Fig. 1: run 1, wiring by layer
The bar under the picture is 10 um long.
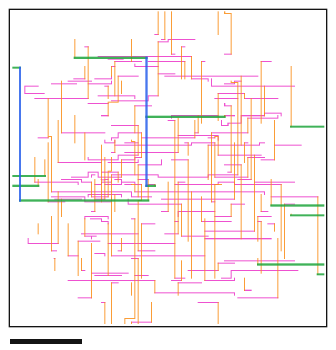
Fig. 2: run 1, placement by cell class
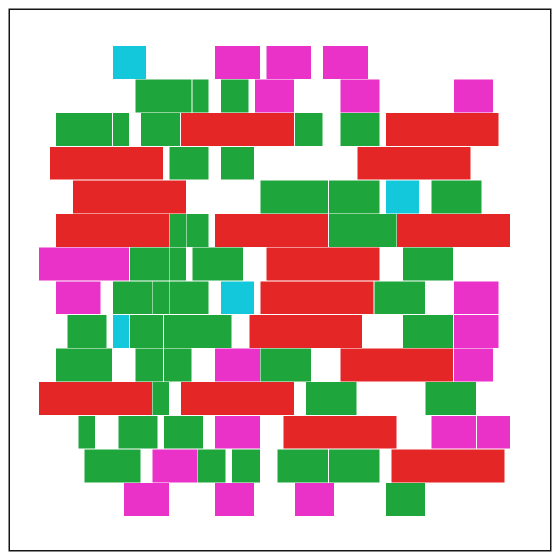
Fig. 3: run 1, congestion heat map
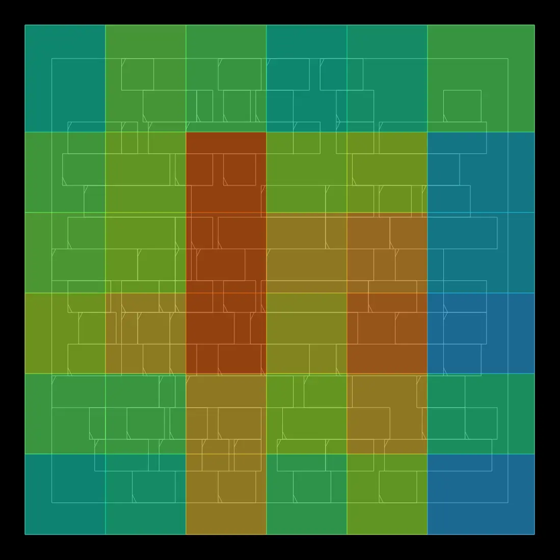
`config.mk`:
```
export PLATFORM = sky130hd
export DESIGN_NAME = one_to_two_demux_buf_flat
export DESIGN_NICKNAME = d
export VERILOG_FILES = /design/src/rtl/one_to_two_demux_buf_if.sv /design/src/rtl/one_to_two_demux_buf.sv /design/src/flat_wrapper.sv
export SDC_FILE = /design/constraint.sdc
export NUM_CORES = 1
export LEC_CHECK = 0
export CORE_MARGIN = 2
export CORE_UTILIZATION = 50
export CTS_BUF_LIST = sky130_fd_sc_hd__clkbuf_4
export CTS_CLUSTER_DIAMETER = 150
export CTS_CLUSTER_SIZE = 24
export DETAILED_ROUTE_END_ITERATION = 6
export GPL_ROUTABILITY_DRIVEN = 0
export PLACE_DENSITY = 0.8
export SYNTH_ARGS = -nofsm -noshare
export SYNTH_HDL_FRONTEND = slang
export SYNTH_SLANG_ARGS = --single-unit
export TNS_END_PERCENT = 30
```
`constraint.sdc`:
```
create_clock -name clk -period 2.2 [get_ports clk]
set_input_delay 0.55 -clock clk [delete_from_list [all_inputs] [get_ports clk]]
set_output_delay 0.55 -clock clk [all_outputs]
set_load 0.05 [all_outputs]
```
`src/rtl/one_to_two_demux_buf_if.sv`:
```
// Stream bundle for the buffered 1-to-2 demux: one producer port and two consumer ports.
// slave is the demux's view of the bundle; master is the view from the producer and consumers.
interface one_to_two_demux_buf_if #(
  parameter int WIDTH = 2
);
  logic [WIDTH-1:0] in_data;
  logic             in_sel;
  logic             in_valid;
  logic             in_ready;
  logic [WIDTH-1:0] out_a_data;
  logic             out_a_valid;
  logic             out_a_ready;
  logic [WIDTH-1:0] out_b_data;
  logic             out_b_valid;
  logic             out_b_ready;
  logic [1:0]       cnt_a;
  logic [1:0]       cnt_b;

  modport slave (
    input  in_data, in_sel, in_valid, out_a_ready, out_b_ready,
    output in_ready, out_a_data, out_a_valid, out_b_data, out_b_valid, cnt_a, cnt_b
  );

  modport master (
    output in_data, in_sel, in_valid, out_a_ready, out_b_ready,
    input  in_ready, out_a_data, out_a_valid, out_b_data, out_b_valid, cnt_a, cnt_b
  );
endinterface

```
`src/rtl/one_to_two_demux_buf.sv`:
```
// Buffered 1-to-2 stream demux: each word is routed by in_sel into one of two
// independent 2-entry FIFOs, so a stalled consumer only blocks its own side.
module one_to_two_demux_buf #(
  parameter int WIDTH = 2
) (
  input  logic                  clk,
  input  logic                  reset_n,
  one_to_two_demux_buf_if.slave bus
);

  localparam int NCH = 2;  // channel 0 = A, channel 1 = B
  localparam int DEPTH = 2;

  logic [WIDTH-1:0] mem_q    [NCH][DEPTH];
  logic [WIDTH-1:0] mem_d    [NCH][DEPTH];
  logic             wr_ptr_q [NCH];
  logic             wr_ptr_d [NCH];
  logic             rd_ptr_q [NCH];
  logic             rd_ptr_d [NCH];
  logic [1:0]       cnt_q    [NCH];
  logic [1:0]       cnt_d    [NCH];

  logic             push     [NCH];
  logic             pop      [NCH];
  logic             out_ready[NCH];
  logic             in_ready;

  assign out_ready[0] = bus.out_a_ready;
  assign out_ready[1] = bus.out_b_ready;

  // Acceptance looks only at registered occupancy, never at the consumer's
  // ready, so a full FIFO refuses a word even in a cycle where it pops.
  assign in_ready = bus.in_sel ? (cnt_q[1] != 2'd2) : (cnt_q[0] != 2'd2);

  always_comb begin
    // NOTE: every next-state signal gets its hold value first, so no path through
    // this block leaves a variable unassigned and no latch is inferred.
    mem_d    = mem_q;
    wr_ptr_d = wr_ptr_q;
    rd_ptr_d = rd_ptr_q;
    cnt_d    = cnt_q;
    for (int c = 0; c < NCH; c++) begin
      push[c] = bus.in_valid && in_ready && (bus.in_sel == 1'(c));
      pop[c]  = (cnt_q[c] != 2'd0) && out_ready[c];
      if (push[c]) begin
        mem_d[c][wr_ptr_q[c]] = bus.in_data;
        wr_ptr_d[c]           = ~wr_ptr_q[c];
      end
      if (pop[c]) begin
        rd_ptr_d[c] = ~rd_ptr_q[c];
      end
      cnt_d[c] = cnt_q[c] + {1'b0, push[c]} - {1'b0, pop[c]};
    end
  end

  always_ff @(posedge clk or negedge reset_n) begin
    if (!reset_n) begin
      for (int c = 0; c < NCH; c++) begin
        // NOTE: the storage array is cleared on reset as well, because the head
        // word is visible on out_*_data and must read 0 straight out of reset.
        for (int e = 0; e < DEPTH; e++) begin
          mem_q[c][e] <= '0;
        end
        wr_ptr_q[c] <= 1'b0;
        rd_ptr_q[c] <= 1'b0;
        cnt_q[c]    <= 2'd0;
      end
    end else begin
      // NOTE: state registers use non-blocking assignment so every register
      // samples the pre-edge values computed above, independent of statement order.
      mem_q    <= mem_d;
      wr_ptr_q <= wr_ptr_d;
      rd_ptr_q <= rd_ptr_d;
      cnt_q    <= cnt_d;
    end
  end

  assign bus.in_ready    = in_ready;
  assign bus.out_a_data  = mem_q[0][rd_ptr_q[0]];
  assign bus.out_a_valid = (cnt_q[0] != 2'd0);
  assign bus.out_b_data  = mem_q[1][rd_ptr_q[1]];
  assign bus.out_b_valid = (cnt_q[1] != 2'd0);
  assign bus.cnt_a       = cnt_q[0];
  assign bus.cnt_b       = cnt_q[1];

endmodule
```
`src/flat_wrapper.sv`:
```
// flat-port wrapper written by rule: the top's interface ports become plain ports
module one_to_two_demux_buf_flat 
#(
  parameter int WIDTH = 2
)
  (clk, reset_n, bus_in_data, bus_in_sel, bus_in_valid, bus_out_a_ready, bus_out_b_ready, bus_in_ready, bus_out_a_data, bus_out_a_valid, bus_out_b_data, bus_out_b_valid, bus_cnt_a, bus_cnt_b);
  one_to_two_demux_buf_if #(.WIDTH(WIDTH)) bus_i ();
  input  logic clk;
  input  logic reset_n;
  input wire logic [$bits(bus_i.in_data)-1:0] bus_in_data;
  input wire logic [$bits(bus_i.in_sel)-1:0] bus_in_sel;
  input wire logic [$bits(bus_i.in_valid)-1:0] bus_in_valid;
  input wire logic [$bits(bus_i.out_a_ready)-1:0] bus_out_a_ready;
  input wire logic [$bits(bus_i.out_b_ready)-1:0] bus_out_b_ready;
  output wire logic [$bits(bus_i.in_ready)-1:0] bus_in_ready;
  output wire logic [$bits(bus_i.out_a_data)-1:0] bus_out_a_data;
  output wire logic [$bits(bus_i.out_a_valid)-1:0] bus_out_a_valid;
  output wire logic [$bits(bus_i.out_b_data)-1:0] bus_out_b_data;
  output wire logic [$bits(bus_i.out_b_valid)-1:0] bus_out_b_valid;
  output wire logic [$bits(bus_i.cnt_a)-1:0] bus_cnt_a;
  output wire logic [$bits(bus_i.cnt_b)-1:0] bus_cnt_b;
  assign bus_i.in_data = bus_in_data;
  assign bus_i.in_sel = bus_in_sel;
  assign bus_i.in_valid = bus_in_valid;
  assign bus_i.out_a_ready = bus_out_a_ready;
  assign bus_i.out_b_ready = bus_out_b_ready;
  assign bus_in_ready = bus_i.in_ready;
  assign bus_out_a_data = bus_i.out_a_data;
  assign bus_out_a_valid = bus_i.out_a_valid;
  assign bus_out_b_data = bus_i.out_b_data;
  assign bus_out_b_valid = bus_i.out_b_valid;
  assign bus_cnt_a = bus_i.cnt_a;
  assign bus_cnt_b = bus_i.cnt_b;
  one_to_two_demux_buf #(.WIDTH(WIDTH)) u_core (.clk(clk), .reset_n(reset_n), .bus(bus_i));
endmodule
```
==> CHANGELOG.md, run 1 <==
### Physical design

- Leading cell kind: sequential cells
- Combinational Area: 375 um^2
- Registers: 16
- Hold Crit Class: flop to flop
- Worst-Margin Slew: 0.491 ns
- Synthesis warning total: 0
- Crit path launch: u_core.bus.cnt_a[1]$_DFF_PN0_
- DP Area: 1010 um^2
- RSZ-0062 raised after global routing: no
- Reg2reg setup slack: 0.45 ns
- DR pass1 iterations: 4
- Post-cts repair resize count: 6
- Synth Cell Area: 787 um^2
- Clock transition at path regs: ~0.09 ns
- Root buffer cell: clkbuf_4
- Most frequent logic cells in the routed design: dfrtp_1 (16), clkdlybuf4s50_1 (11), mux2_2 (10)
- CP Cell Sequence: clkdlybuf4s50_1
- Reg with most FFs: u_core.mem_q
- Cts hold-fix bufs: 0
- Mi-comb count: 40
- Cells after Synth: about 60
- Post-CTS Repair Setup Buffers: 0
- Hold path cells: 1
- FA/HA/MAJ Cells, Area Fraction: 6.36%
- Tap Count: 16
- Synth top area share: between 50 and 60%
- Area grow syn2layout: 30.5%
- Status: finished, final reports clean
- Clk cell area share: 2.56%
- FF/Latch Area: 400 um^2
- Top cells, area: dfrtp_1 (51%), mux2_2 (14%), ha_1 (6.4%), xnor2_1 (4.5%), xor2_1 (4.5%)
- Hold WS: approximately 0.51 ns
- Final Slew Violations: 0
- RR Endpoint: u_core.bus.cnt_a[1]$_DFF_PN0_
- CP Class: flop to output pin
- HP Start: u_core.wr_ptr_q[0]$_DFFE_PN0N_
- Slew headroom: 67.2%
- Unique cell types: 20
- Cell row count: 14
- Final hold vios: 0
- Vias per std cell: 5.20
- CTS tree: done
- Non-clock buffering overhead: 18.5%
- DIE AREA: 1910 um^2
- Buffer and inverter count on the worst path: 1
- Pin count of the biggest net entering global routing: 17
- TritonCTS Buffers: 3
- Setup TNS: 0 ns
- Yosys cell count: ~60
- #FFs+latches synth: 16
- Sequential-to-total area share from yosys stat: about 50%
- Final WS setup: 0.111 ns
- CP max FO: 5
- Worst Hold Endpoint: u_core.wr_ptr_q[0]$_DFFE_PN0N_
- Via count of the first global-routing pass: 512
- Dominant comb cell: multiplexers
- Worst Setup End Kind: output pin
- Synth top cell by count: dfrtp_1
- Fin cells: 99
- Clock Sinks: 16
- Setup Viol. Count Final: 0
- Min cycle time layout: 2.09 ns
- Most common reg cell: dfrtp_1
- Detail Route Antenna Nets: 0
- Late-Pin Clk Latency: a little under 0.3 ns
- Max-Cap Viols: 0
- Slowest stage delay, CP: 0.83 ns
- Fin crit share: 94.9%
-- Fig. 1 (at the start) --
| layer | color | wire length |
|---|---|---|
| M4 | blue | 36.0 um |
| M1 | magenta | 625 um |
| M2 | orange | 598 um |
| M3 | green | 74.0 um |
via count: 515
Global Route Usage Sum: 17.5%
drt total wl: 1330 um
drt wl/cell: 13.5 um

-- Fig. 2 (at the start) --
| class | color | cells |
|---|---|---|
| remaining logic cells | green | 44 |
| clock drivers and dummy loads | cyan | 4 |
| remaining buffers and delay cells | magenta | 19 |
| registers | red | 16 |
Seq area share: 39.0%
design area: 1030 um^2

-- Fig. 3 (at the start) --
met2 Usage GRT: 26.8%
Most Crowded Layer GR: met2
met3 Use GR: 6.67%
final core utilization: 69.0%
grt met1 use: 20.5%

-- run 1: how the worst max path moves through the flow --
stage / to / slack (ns) / cells past startpoint
after floorplan: u_core.bus.cnt_a[1]$_DFF_PN0_ / 0.05 / 7
after global placement: bus_in_ready / 0.12 / 4
after detailed placement: u_core.mem_q[0]$_DFFE_PN0P_ / 0.11 / 4
after CTS: bus_cnt_a[1] / 0.09 / 1
after global routing: bus_cnt_a[1] / 0.04 / 1
final: bus_cnt_a[1] / 0.11 / 1
-- run 1: metal layers --
metal	GRT usage, %	vias up	wire length (um)
met5	0	-	0
met4	10.9	0	36
met3	6.67	5	74
met2	26.8	11	598
met1	20.5	250	625
li1	-	249	-
==> run 2: changes to the inputs <==
MAX_ROUTING_LAYER = met4   (was not set)
Fig. 4: run 2, wire density map
The bar under the picture is 10 um long. 9 x 9 tiles, from dark blue (low) to red (high), scaled to the fullest tile. Values are wire area over tile area, all layers added.
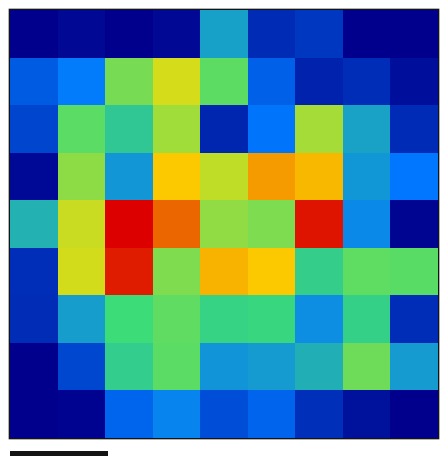
nearly empty tiles: 15%
tiles over half the peak: 33%
fullest tile: 0.31
mean over tiles: 0.11
densest ninth of the die: center
drt total wl: 1310 um
drt wl/cell: 13.2 um
Global Route Usage Sum: 18.1%
via count: 517

==> run 2 against run 1 <==
Via count increased by 0.39%. Highest routed layer unchanged. Final cell count unchanged. Count of clock-buffer cells in the layout stayed put. Critical path depth is the same. Register-to-register slack about the same. First-iteration DRC count did not move. Critical endpoint unchanged.
==> CHANGELOG.md, run 2 <==
### Physical design

- HP Start: u_core.wr_ptr_q[0]$_DFFE_PN0N_ (unchanged)
- CP Class: flop to output pin (unchanged)
- DIE AREA: 1910 um^2 (unchanged)
- Cts hold-fix bufs: 0 (unchanged)
- FF/Latch Area: 400 um^2 (unchanged)
- Setup TNS: 0 ns (unchanged)
- Slowest stage delay, CP: 0.83 ns (about the same)
- Reg with most FFs: u_core.mem_q (unchanged)
- Simple-Gate Area Share: 13.2% (unchanged)
- Synth top cell by count: dfrtp_1 (unchanged)
- Late-Pin Clk Latency: 0.29 ns (about the same)
- Slew headroom: 67.2% (unchanged)
- Worst Hold Endpoint: u_core.wr_ptr_q[0]$_DFFE_PN0N_ (unchanged)
- CP max stage cell: clkdlybuf4s50_1 (unchanged)
- Root buffer cell: clkbuf_4 (unchanged)
- FFs w/ async S/R, synth: 100% (unchanged)
- Hold WS: 0.495 ns (was 0.506 ns)
- CP endpoint: bus_cnt_a[1] (unchanged)
- DP Area: 1010 um^2 (unchanged)
- Number of fill cells: 121 (unchanged)
- Buffer and inverter count on the worst path: 1 (unchanged)
- Cell row count: 14 (unchanged)
- Critical path's top delay family: buffers and inverters (unchanged)
- Final hold vios: 0 (unchanged)
- Final WS setup: 0.113 ns (was 0.111 ns)
- First-pass GRT wire length: 2300 um (was 2290 um)
- Status: finished, final reports clean (unchanged)
- Worst-Margin Slew: 0.491 ns (about the same)
- Reg2reg setup slack: 0.45 ns (about the same)
- Worst Setup End Kind: output pin (unchanged)
- Synth top area share: 50.9% (unchanged)
- Fin cells: 99 (unchanged)
- Via count of the first global-routing pass: 513 (was 512)
- Synth Area per Inst: 13.1 um^2 (unchanged)
- CTS tree: done (unchanged)
- Min cycle time layout: 2.09 ns (about the same)
- FA/HA/MAJ Cells, Area Fraction: 6.36% (unchanged)
- Clock transition at path regs: 0.09 ns (about the same)
- Most common reg cell: dfrtp_1 (unchanged)
- Clock Sinks: 16 (unchanged)
- Grt total ovfl: 0 (unchanged)
- Unique cell types: 20 (unchanged)
- Area grow syn2layout: 30.5% (unchanged)
- Max-Cap Viols: 0 (unchanged)
- #FFs+latches synth: 16 (unchanged)
- Cells after Synth: 60 (unchanged)
- Synth Cell Area: 787 um^2 (unchanged)
- TritonCTS Buffers: 3 (unchanged)
- Hold path cells: 1 (unchanged)
- Synthesis warning total: 0 (unchanged)
- Sequential-to-total area share from yosys stat: 50.9% (unchanged)
- CP required: 1.65 ns (about the same)
- Final core utilization: 69.0% (unchanged)
- Detail Route Antenna Nets: 0 (unchanged)
- Layout cells sized above 1: 26.5% (unchanged)
- Setup Viol. Count Final: 0 (unchanged)
- Pin count of the biggest net entering global routing: 17 (unchanged)
- Initial Utilization: 52.9% (unchanged)
- RSZ-0062 raised after global routing: no (unchanged)
- CP Cell Sequence: clkdlybuf4s50_1 (unchanged)
- RR Endpoint: u_core.bus.cnt_a[1]$_DFF_PN0_ (unchanged)
- Crit path launch: u_core.bus.cnt_a[1]$_DFF_PN0_ (unchanged)
- Post-CTS Repair Setup Buffers: 0 (unchanged)
- Final Slew Violations: 0 (unchanged)
- DP HPWL: 1020 um (unchanged)
- Vias per std cell: 5.22 (was 5.20)
- Most frequent logic cells in the routed design: dfrtp_1 (16), clkdlybuf4s50_1 (11), mux2_2 (10) (unchanged)
- Yosys cell count: 60 (unchanged)
- Combinational Area: 375 um^2 (unchanged)
- Design area: 1030 um^2 (unchanged)
- Post-cts repair resize count: 6 (unchanged)
- Fin crit share: 94.9% (about the same)
- DR pass1 iterations: 4 (unchanged)
- Die Height: 43.7 um (unchanged)
- Dominant comb cell: multiplexers (unchanged)
- Hold Crit Class: flop to flop (unchanged)
- Top cells, area: dfrtp_1 (51%), mux2_2 (14%), ha_1 (6.4%), xnor2_1 (4.5%), xor2_1 (4.5%) (unchanged)
- WP depth: 1 (unchanged)
- CP max FO: 5 (unchanged)
Fig. 5: run 2, congestion heat map
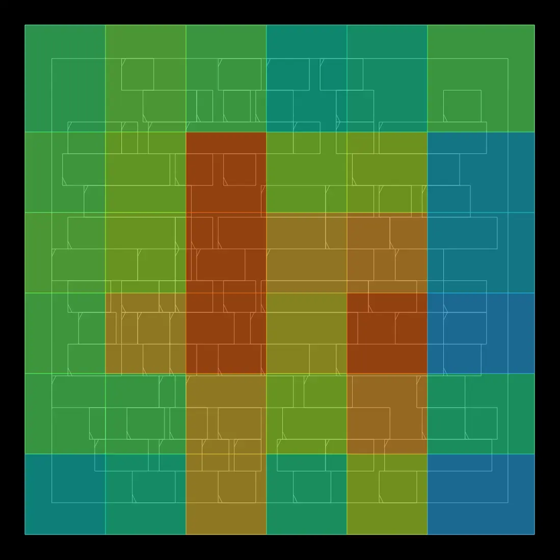
grt met1 use: 20.2%
met2 Usage GRT: 27.4%

==> run 2: metal layers <==
| metal | wire length, um | global-route usage, % | vias up |
|---|---|---|---|
| li1 | - | - | 251 |
| met1 | 600 | 20.2 | 246 |
| met2 | 594 | 27.4 | 15 |
| met3 | 78 | 6.67 | 5 |
| met4 | 35 | 10.9 | 0 |
| met5 | 0 | - | - |
==> run 2: final cells by class <==
type                    count  share of cell area, %
clock buffers               3                   2.19
flip-flops and latches     16                   39.0
well taps                  16                   1.95
repair buffers             19                   18.5
multi-input cells          40                   36.5
inverters                   4                   1.46
clock inverters             1                  0.365
